$ cat config.mk
export PLATFORM = sky130hd
export DESIGN_NAME = rr_mux
export DESIGN_NICKNAME = d
export VERILOG_FILES = /design/src/rtl/rr_mux_pkg.sv /design/src/rtl/rr_arbiter.sv /design/src/rtl/rr_mux.sv
export SDC_FILE = /design/constraint.sdc
export NUM_CORES = 1
export LEC_CHECK = 0
export ABC_AREA = 1
export CORE_AREA = 2 2 99 91
export CTS_CLUSTER_SIZE = 28
export DETAILED_ROUTE_END_ITERATION = 10
export DIE_AREA = 0 0 101 93
export GPL_ROUTABILITY_DRIVEN = 0
export PLACE_DENSITY = 0.87
export SLEW_MARGIN = 15
export SYNTH_ARGS = -nofsm -noshare
export SYNTH_HDL_FRONTEND = slang
export SYNTH_SLANG_ARGS = --single-unit
$ cat constraint.sdc
create_clock -name clk -period 4.3 [get_ports clk]
set_input_delay 1.075 -clock clk [delete_from_list [all_inputs] [get_ports clk]]
set_output_delay 1.075 -clock clk [all_outputs]
set_load 0.03 [all_outputs]
$ cat src/rtl/rr_mux_pkg.sv
// ---------------------------------------------------------------------------
// rr_mux_pkg
// Shared constants for the rr_mux block and its arbiter.
//   MODE_RR    : round-robin arbitration, search starts after the last grant
//   MODE_FIXED : fixed priority, lowest channel index wins
//   calc_cw    : width of a channel index, never less than one bit
//   rr_cand    : k-th channel examined in the search order of a given mode
// ---------------------------------------------------------------------------
package rr_mux_pkg;

    localparam int MODE_RR    = 0;
    localparam int MODE_FIXED = 1;

    function automatic int calc_cw(input int n);
        return (n > 2) ? $clog2(n) : 1;
    endfunction

    // Round-robin starts one past the last winner and wraps; fixed priority
    // always scans from channel 0 upward.
    function automatic int rr_cand(input int last, input int k, input int n, input int mode);
        if (mode == MODE_FIXED) begin
            return k;
        end
        return (last + 1 + k) % n;
    endfunction

endpackage

$ cat src/rtl/rr_arbiter.sv
// ---------------------------------------------------------------------------
// rr_arbiter
// Picks one requesting channel per cycle and keeps the round-robin pointer.
// Ports:
//   clk     : clock, rising edge
//   rst     : synchronous active-high reset (pointer -> NUM_CH-1, no grant)
//   i_req   : per-channel request (the channel valids)
//   i_en    : grant enable; the downstream register can take a word
//   o_grant : one-hot grant, all zero when disabled, idle or in reset
//   o_idx   : encoded index of the selected channel
// ---------------------------------------------------------------------------
module rr_arbiter
    import rr_mux_pkg::*;
#(
    parameter int NUM_CH = 4,
    parameter int MODE   = MODE_RR,
    localparam int CW    = calc_cw(NUM_CH)
) (
    input  logic              clk,
    input  logic              rst,
    input  logic [NUM_CH-1:0] i_req,
    input  logic              i_en,
    output logic [NUM_CH-1:0] o_grant,
    output logic [CW-1:0]     o_idx
);

    logic [CW-1:0]     r_last;
    logic [CW-1:0]     w_cand;
    logic [CW-1:0]     w_idx;
    logic [NUM_CH-1:0] w_onehot;
    logic              w_found;
    logic              w_grant_ok;

    // Walk the channels in priority order; the first requester wins.
    always_comb begin
        w_cand   = '0;
        w_idx    = '0;
        w_onehot = '0;
        w_found  = 1'b0;
        for (int k = 0; k < NUM_CH; k++) begin
            w_cand = CW'(rr_cand(int'(r_last), k, NUM_CH, MODE));
            if (!w_found && i_req[w_cand]) begin
                w_found          = 1'b1;
                w_idx            = w_cand;
                w_onehot[w_cand] = 1'b1;
            end
        end
    end

    // Reset masks the grant so no channel sees a handshake while in reset.
    assign w_grant_ok = i_en && w_found && !rst;
    assign o_grant    = w_grant_ok ? w_onehot : '0;
    assign o_idx      = w_idx;

    // Pointer moves only on an actual transfer; idle or stalled cycles
    // leave the rotation where it was.
    always_ff @(posedge clk) begin
        if (rst) begin
            r_last <= CW'(NUM_CH - 1);
        end else if (w_grant_ok) begin
            r_last <= w_idx;
        end
    end

endmodule

$ cat src/rtl/rr_mux.sv
// ---------------------------------------------------------------------------
// rr_mux
// N-channel valid/ready multiplexer with a one-entry registered output.
// Ports:
//   clk       : clock, rising edge
//   rst       : synchronous active-high reset, drops any held word
//   in_data   : flattened channel data, channel i at [i*WIDTH +: WIDTH]
//   in_valid  : per-channel valid
//   in_ready  : per-channel ready, combinational, at most one bit high
//   out_data  : registered data of the granted channel
//   out_ch    : registered index of the channel that supplied out_data
//   out_valid : out_data/out_ch hold a word
//   out_ready : downstream takes the word when out_valid && out_ready
// ---------------------------------------------------------------------------
module rr_mux
    import rr_mux_pkg::*;
#(
    parameter int WIDTH  = 32,
    parameter int NUM_CH = 4,
    parameter int MODE   = MODE_RR,
    localparam int CW    = calc_cw(NUM_CH)
) (
    input  logic                    clk,
    input  logic                    rst,
    input  logic [NUM_CH*WIDTH-1:0] in_data,
    input  logic [NUM_CH-1:0]       in_valid,
    output logic [NUM_CH-1:0]       in_ready,
    output logic [WIDTH-1:0]        out_data,
    output logic [CW-1:0]           out_ch,
    output logic                    out_valid,
    input  logic                    out_ready
);

    logic [WIDTH-1:0]  r_out_data;
    logic [CW-1:0]     r_out_ch;
    logic              r_out_valid;

    logic              w_accept;
    logic              w_xfer;
    logic [NUM_CH-1:0] w_grant;
    logic [CW-1:0]     w_idx;
    logic [WIDTH-1:0]  w_sel_data;

    // The register can load when empty or when its word leaves this cycle,
    // which allows back-to-back words at full rate.
    assign w_accept = !r_out_valid || out_ready;

    rr_arbiter #(
        .NUM_CH (NUM_CH),
        .MODE   (MODE)
    ) u_arb (
        .clk     (clk),
        .rst     (rst),
        .i_req   (in_valid),
        .i_en    (w_accept),
        .o_grant (w_grant),
        .o_idx   (w_idx)
    );

    assign in_ready   = w_grant;
    assign w_xfer     = |w_grant;
    assign w_sel_data = in_data[w_idx*WIDTH +: WIDTH];

    always_ff @(posedge clk) begin
        if (rst) begin
            r_out_valid <= 1'b0;
            r_out_data  <= '0;
            r_out_ch    <= '0;
        end else if (w_xfer) begin
            r_out_valid <= 1'b1;
            r_out_data  <= w_sel_data;
            r_out_ch    <= w_idx;
        end else if (w_accept) begin
            // Drained (or already empty) with nothing new: data/ch keep
            // their last values, only the valid flag clears.
            r_out_valid <= 1'b0;
        end
    end

    assign out_data  = r_out_data;
    assign out_ch    = r_out_ch;
    assign out_valid = r_out_valid;

endmodule

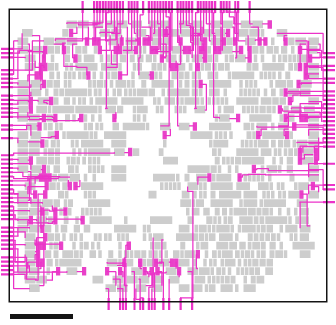
run_1/port_trees.png
Bar = 20 um.
Key: magenta = in_data [bits 128, direction input, edge 46 top, 44 left, 24 right, 14 bottom, end cells 128, buffers 128, wire 2,260 um]
Port Buf Inserts: 173
I/O Pins: 174

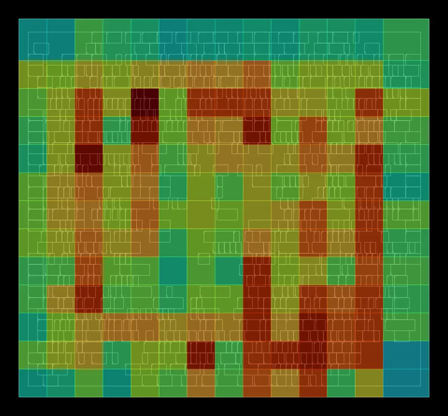
run_1/congestion_map.png
total track usage: 0.2532
Avg WL per Cell: 12.49 um
met1 Usage GRT: 0.2964
grt met3 use: 0.04858

==> summary.txt, run 1 <==
yosys + openroad results -> status=finished clean, Worst-path clk slew=0.07 ns, Main area contributors=dfxtp_1 (20%), nand2_1 (20%), inv_1 (18%), Seq cells=37, ys cells=711, metal3 WL=1047 um, met2 wire len=5844 um, grt met2 use=0.4594, Non-clock buffers, area share=0.3276, Logic inverters=180, initial antenna violation count=0, max FFs per register=32, final worst slack=0.1724 ns, final tally of setup violations=0, worst hold stages=4, Yosys chip area=3740 um2, DR DRC count=0, vias per cell=5.026, Log Warnings=33, multi-input combinational area share=0.3795, Filler cells=751, CTS max path bufs=2, Tapcells=102, fin util=0.6619, post-synthesis cell type count=24, DRT Pass-1 Iters=6, CTS root buf=clkbuf_8, hold_buf cts=0, worst hold endpoint=out_data[2], R2R cell count=15, dpl cell area=5483 um2, Starting Density=0.4448
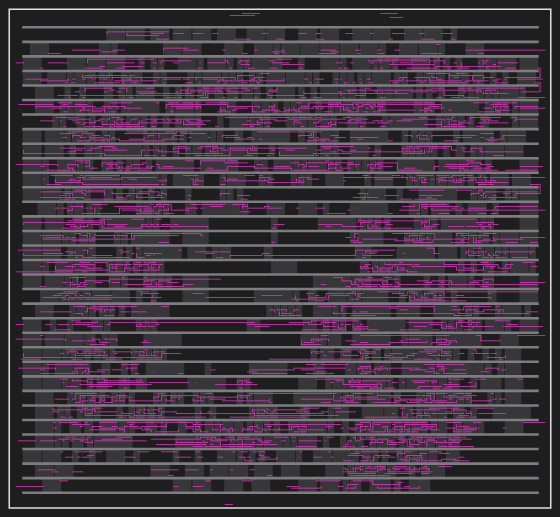
run_1/m1.png
Supply wires on this layer in gray.
The longest straight run is 27.1 um. The layer holds 40% of the routed length. The wires run mostly horizontal.
routed wire length: 11,980 um
via count: 4,820

-- run 1: critical path: stages --
cell and delay [ns]:
clkdlybuf4s50_1 0.49, inv_1 0.05, nand2_1 0.12, nand3_2 0.16, nand2_4 0.14, nor2_4 0.06, nand3_2 0.07, nand2_2 0.08
nor2_1 0.24, nand2_1 0.12, inv_1 0.06, dlygate4sd2_1 0.39
-- run 1: Yosys cell counts --
library cell / number
nand3_2: 2
o21ai_0: 2
buf_4: 1
inv_1: 177
ha_1: 8
nor2_1: 72
nand3_1: 80
clkbuf_1: 14
buf_1: 4
clkinv_1: 1
buf_8: 1
nand2_2: 3
a21boi_0: 2
buf_6: 1
o21ai_1: 1
nor2_4: 2
a31oi_1: 1
buf_2: 24
inv_2: 2
dfxtp_1: 37
nand2_4: 2
nand2_1: 197
nand4_1: 69
a21oi_1: 8
==> run 2: changes to the inputs <==
--- a/config.mk
+++ b/config.mk
@@ -12,4 +12,5 @@
 export DIE_AREA = 0 0 101 93
 export GPL_ROUTABILITY_DRIVEN = 0
+export GPL_TIMING_DRIVEN = 0
 export PLACE_DENSITY = 0.87
 export SLEW_MARGIN = 15
==> constraint.sdc (replaced) <==
create_clock -name clk -period 5.25 [get_ports clk]
set_input_delay 1.3125 -clock clk [delete_from_list [all_inputs] [get_ports clk]]
set_output_delay 1.3125 -clock clk [all_outputs]
set_load 0.02 [all_outputs]
==> run 2 against run 1 <==
  * Flip-flop count did not move
  * Critical path depth did not move
  * Register-to-register slack improved by 1.4 ns
  * Global-route usage rose by 1.1 points
  * Cell count rose by 3.5%
  * Sequential share of layout area fell by 0.28 points
==> summary.txt, run 2 <==
yosys + openroad results -> Commonest cells post-synth=nand2_1 (197), inv_1 (177), nand3_1 (80) (unchanged), R2R cell count=14 (was 15), cell mode on critical path=nand2_1, routed wire length=12,570 um (was 11,980 um), met1 Usage GRT=0.3421 (was 0.2964), Filler cells=804 (was 751), CTS root buf=clkbuf_8 (unchanged), hold_buf cts=0 (unchanged), max incr delay on CP=0.59 ns (was 0.49 ns), initial antenna violation count=0 (unchanged), DRT Pass-1 Iters=5 (was 6), max FFs per register=32 (unchanged), Tapcells=102 (unchanged), worst hold stages=4 (unchanged), Logic inverters=180 (unchanged), count leader, synth=nand2_1 (unchanged), crit path cell chain=clkdlybuf4s50_1 > nand2_1 > nand2_1 > o21ai_1 > nand2_1 > inv_1 > nand3_2 > nand2_2 > nor2_1 > nand2_1 > inv_1 > clkdlybuf4s50_1 (was clkdlybuf4s50_1 > inv_1 > nand2_1 > nand3_2 > nand2_4 > nor2_4 > nand3_2 > nand2_2 > nor2_1 > nand2_1 > inv_1 > dlygate4sd2_1), worst hold endpoint=out_data[22] (was out_data[2]), Port Buf Inserts=173 (unchanged), CP max-delay cell=clkdlybuf4s50_1 (unchanged), grt met3 use=0.05755 (was 0.04858), status=finished clean (unchanged), delay-heaviest family, CP=buffers and inverters (unchanged), ys cells=711 (unchanged), vias per cell=4.913 (was 5.026), via count=4,879 (was 4,820), FFs w/ async S/R, synth=0 (unchanged), metal3 WL=1185 um (was 1047 um)
## run 2: netlist changes by cell type in the layout (fill, tap and decap cells not counted), sizes merged
| cell | change |
|---|---|
| dlygate4sd2 | -3 |
| clkbuf | +14 |
| clkdlybuf4s15 | -1 |
| clkdlybuf4s50 | +4 |
| buf | +20 |
## run 2: kinds of logic (layout without fill, tap and decap cells)
group	after synthesis	count (layout)
buffers and inverters	225	405
DFF	37	37
AOI/OAI and AO/OA	14	14
adders and majority gates	8	8
and+or+nand+nor	427	427
## run 2: per-stage QoR
stage | cells | area [um2]
3_5_place_dp | 986 | 5599
3_3_place_gp | 986 | 5599
6_report | 993 | 5685
4_1_cts | 993 | 5685
2_1_floorplan | 711 | 3740
5_1_grt | 993 | 5685
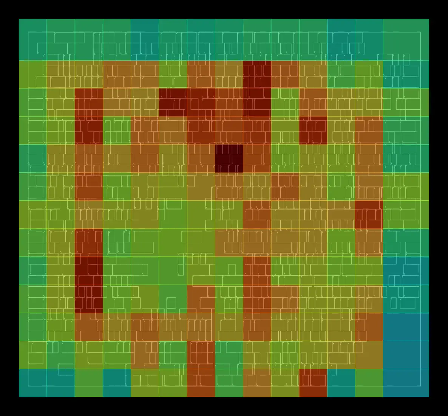
run_2/congestion_map.png
grt met2 use: 0.4389
Avg WL per Cell: 12.66 um
fin util: 0.6762

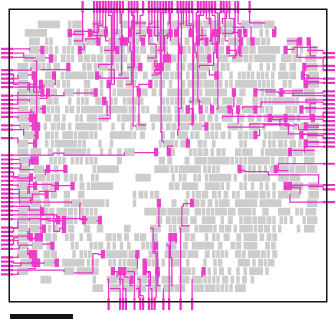
run_2/port_trees.png
Bar = 20 um.
Key: magenta = in_data [bits 128, direction input, edge 46 top, 44 left, 24 right, 14 bottom, end cells 128, buffers 128, wire 2,260 um]

==> run 3: changes to the inputs <==
==> constraint.sdc (replaced) <==
create_clock -name clk -period 5.25 [get_ports clk]
set_input_delay 1.3125 -clock clk [delete_from_list [all_inputs] [get_ports clk]]
set_output_delay 1.3125 -clock clk [all_outputs]
set_load 0.1 [all_outputs]
==> run 3 against run 2 <==
  * Critical path type unchanged
  * Critical path depth stayed put
  * Routed wire length hardly changed
  * Highest routed layer unchanged
  * Cell count stayed put
  * Non-clock buffer count stayed put
==> summary.txt, run 3 <==
yosys + openroad results -> status=finished clean (unchanged), total track usage=0.2639 (unchanged), dpl cell area=5599 um2 (unchanged), cell mode on critical path=nand2_1 (unchanged), dominant register cell=dfxtp_1 (unchanged), dpl cells=986 (unchanged), I/O Pins=174 (unchanged), Starting Density=0.4448 (unchanged), fin util=0.6759 (was 0.6762), Yosys chip area=3740 um2 (unchanged), Port Buf Inserts=173 (unchanged), crit path cell chain=clkdlybuf4s50_1 > nand2_1 > nand2_1 > o21ai_1 > nand2_1 > inv_1 > nand3_2 > nand2_2 > nor2_1 > nand2_1 > inv_1 > dlygate4sd2_1 (was clkdlybuf4s50_1 > nand2_1 > nand2_1 > o21ai_1 > nand2_1 > inv_1 > nand3_2 > nand2_2 > nor2_1 > nand2_1 > inv_1 > clkdlybuf4s50_1), final instance area=5683 um2 (was 5685 um2), CTS max path bufs=2 (unchanged), Filler cells=803 (was 804), CP max-delay cell=dlygate4sd2_1 (was clkdlybuf4s50_1), count leader, synth=nand2_1 (unchanged), Main area contributors=dfxtp_1 (20%), nand2_1 (20%), inv_1 (18%) (unchanged), Log Warnings=33 (unchanged), Worst-path clk slew=0.08 ns (about the same), delay-heaviest family, CP=buffers and inverters (unchanged), final tally of setup violations=0 (unchanged), grt met3 use=0.05755 (unchanged), hold_buf cts=0 (unchanged), DRT Pass-1 Iters=5 (unchanged), vias per cell=4.907 (was 4.913), grt met2 use=0.4389 (unchanged), DR DRC count=0 (unchanged), FFs w/ async S/R, synth=0 (unchanged), metal3 WL=1170 um (was 1185 um), post-synthesis cell type count=24 (unchanged)
==> run 3: path summary, 6_finish.rpt <==
kind | cells past startpoint | endpoint | start | slack, ns
max | 12 | in_ready[0] | in_valid[3] | 0.16
min | 4 | out_data[22] | out_data[22] | 0.52
max reg2reg | 14 | out_data[0] | u_arb.r_last[0] | 2.15
min reg2reg | 4 | out_data[22] | out_data[22] | 0.52
==> run 3: cell type report <==
cell class	count	area, um2	area share
repair buffers	173	1729	0.3043
inverters	180	675.6	0.1189
plain buffers	45	221.5	0.03897
clock buffers	7	86.33	0.01519
multi-input cells	449	2102	0.3699
well taps	102	127.6	0.02246
flip-flops and latches	37	740.7	0.1303
==> run 3: cells by family after synthesis <==
logic type | synth area share
fa+ha+maj | 0.02677
flops | 0.1981
simple gates | 0.5149
buf+inv | 0.2399
compound gates | 0.02041
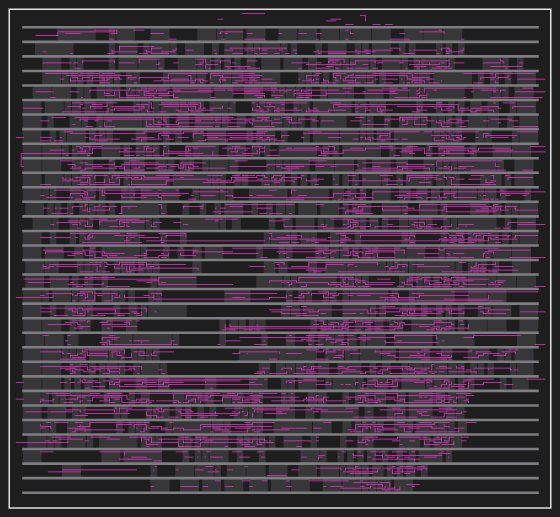
run_3/m1.png
Supply wires on this layer in gray.
The wires run mostly horizontal. 905 nets have wire on it. The layer carries 5,300 um of wire. The layer holds 42% of the routed length.
via count: 4,873
routed wire length: 12,570 um
met1 Usage GRT: 0.3421

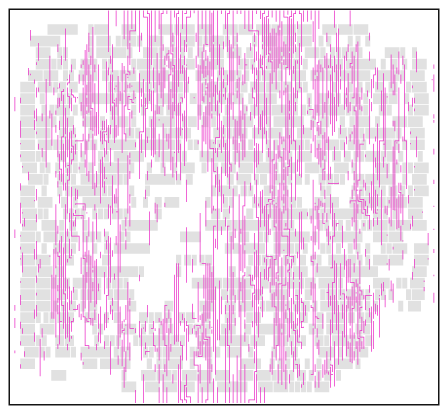
run_3/m2.png
The longest straight run is 44.9 um. The wires run mostly vertical. The layer carries 5,740 um of wire. 771 nets have wire on it. The layer holds 46% of the routed length.

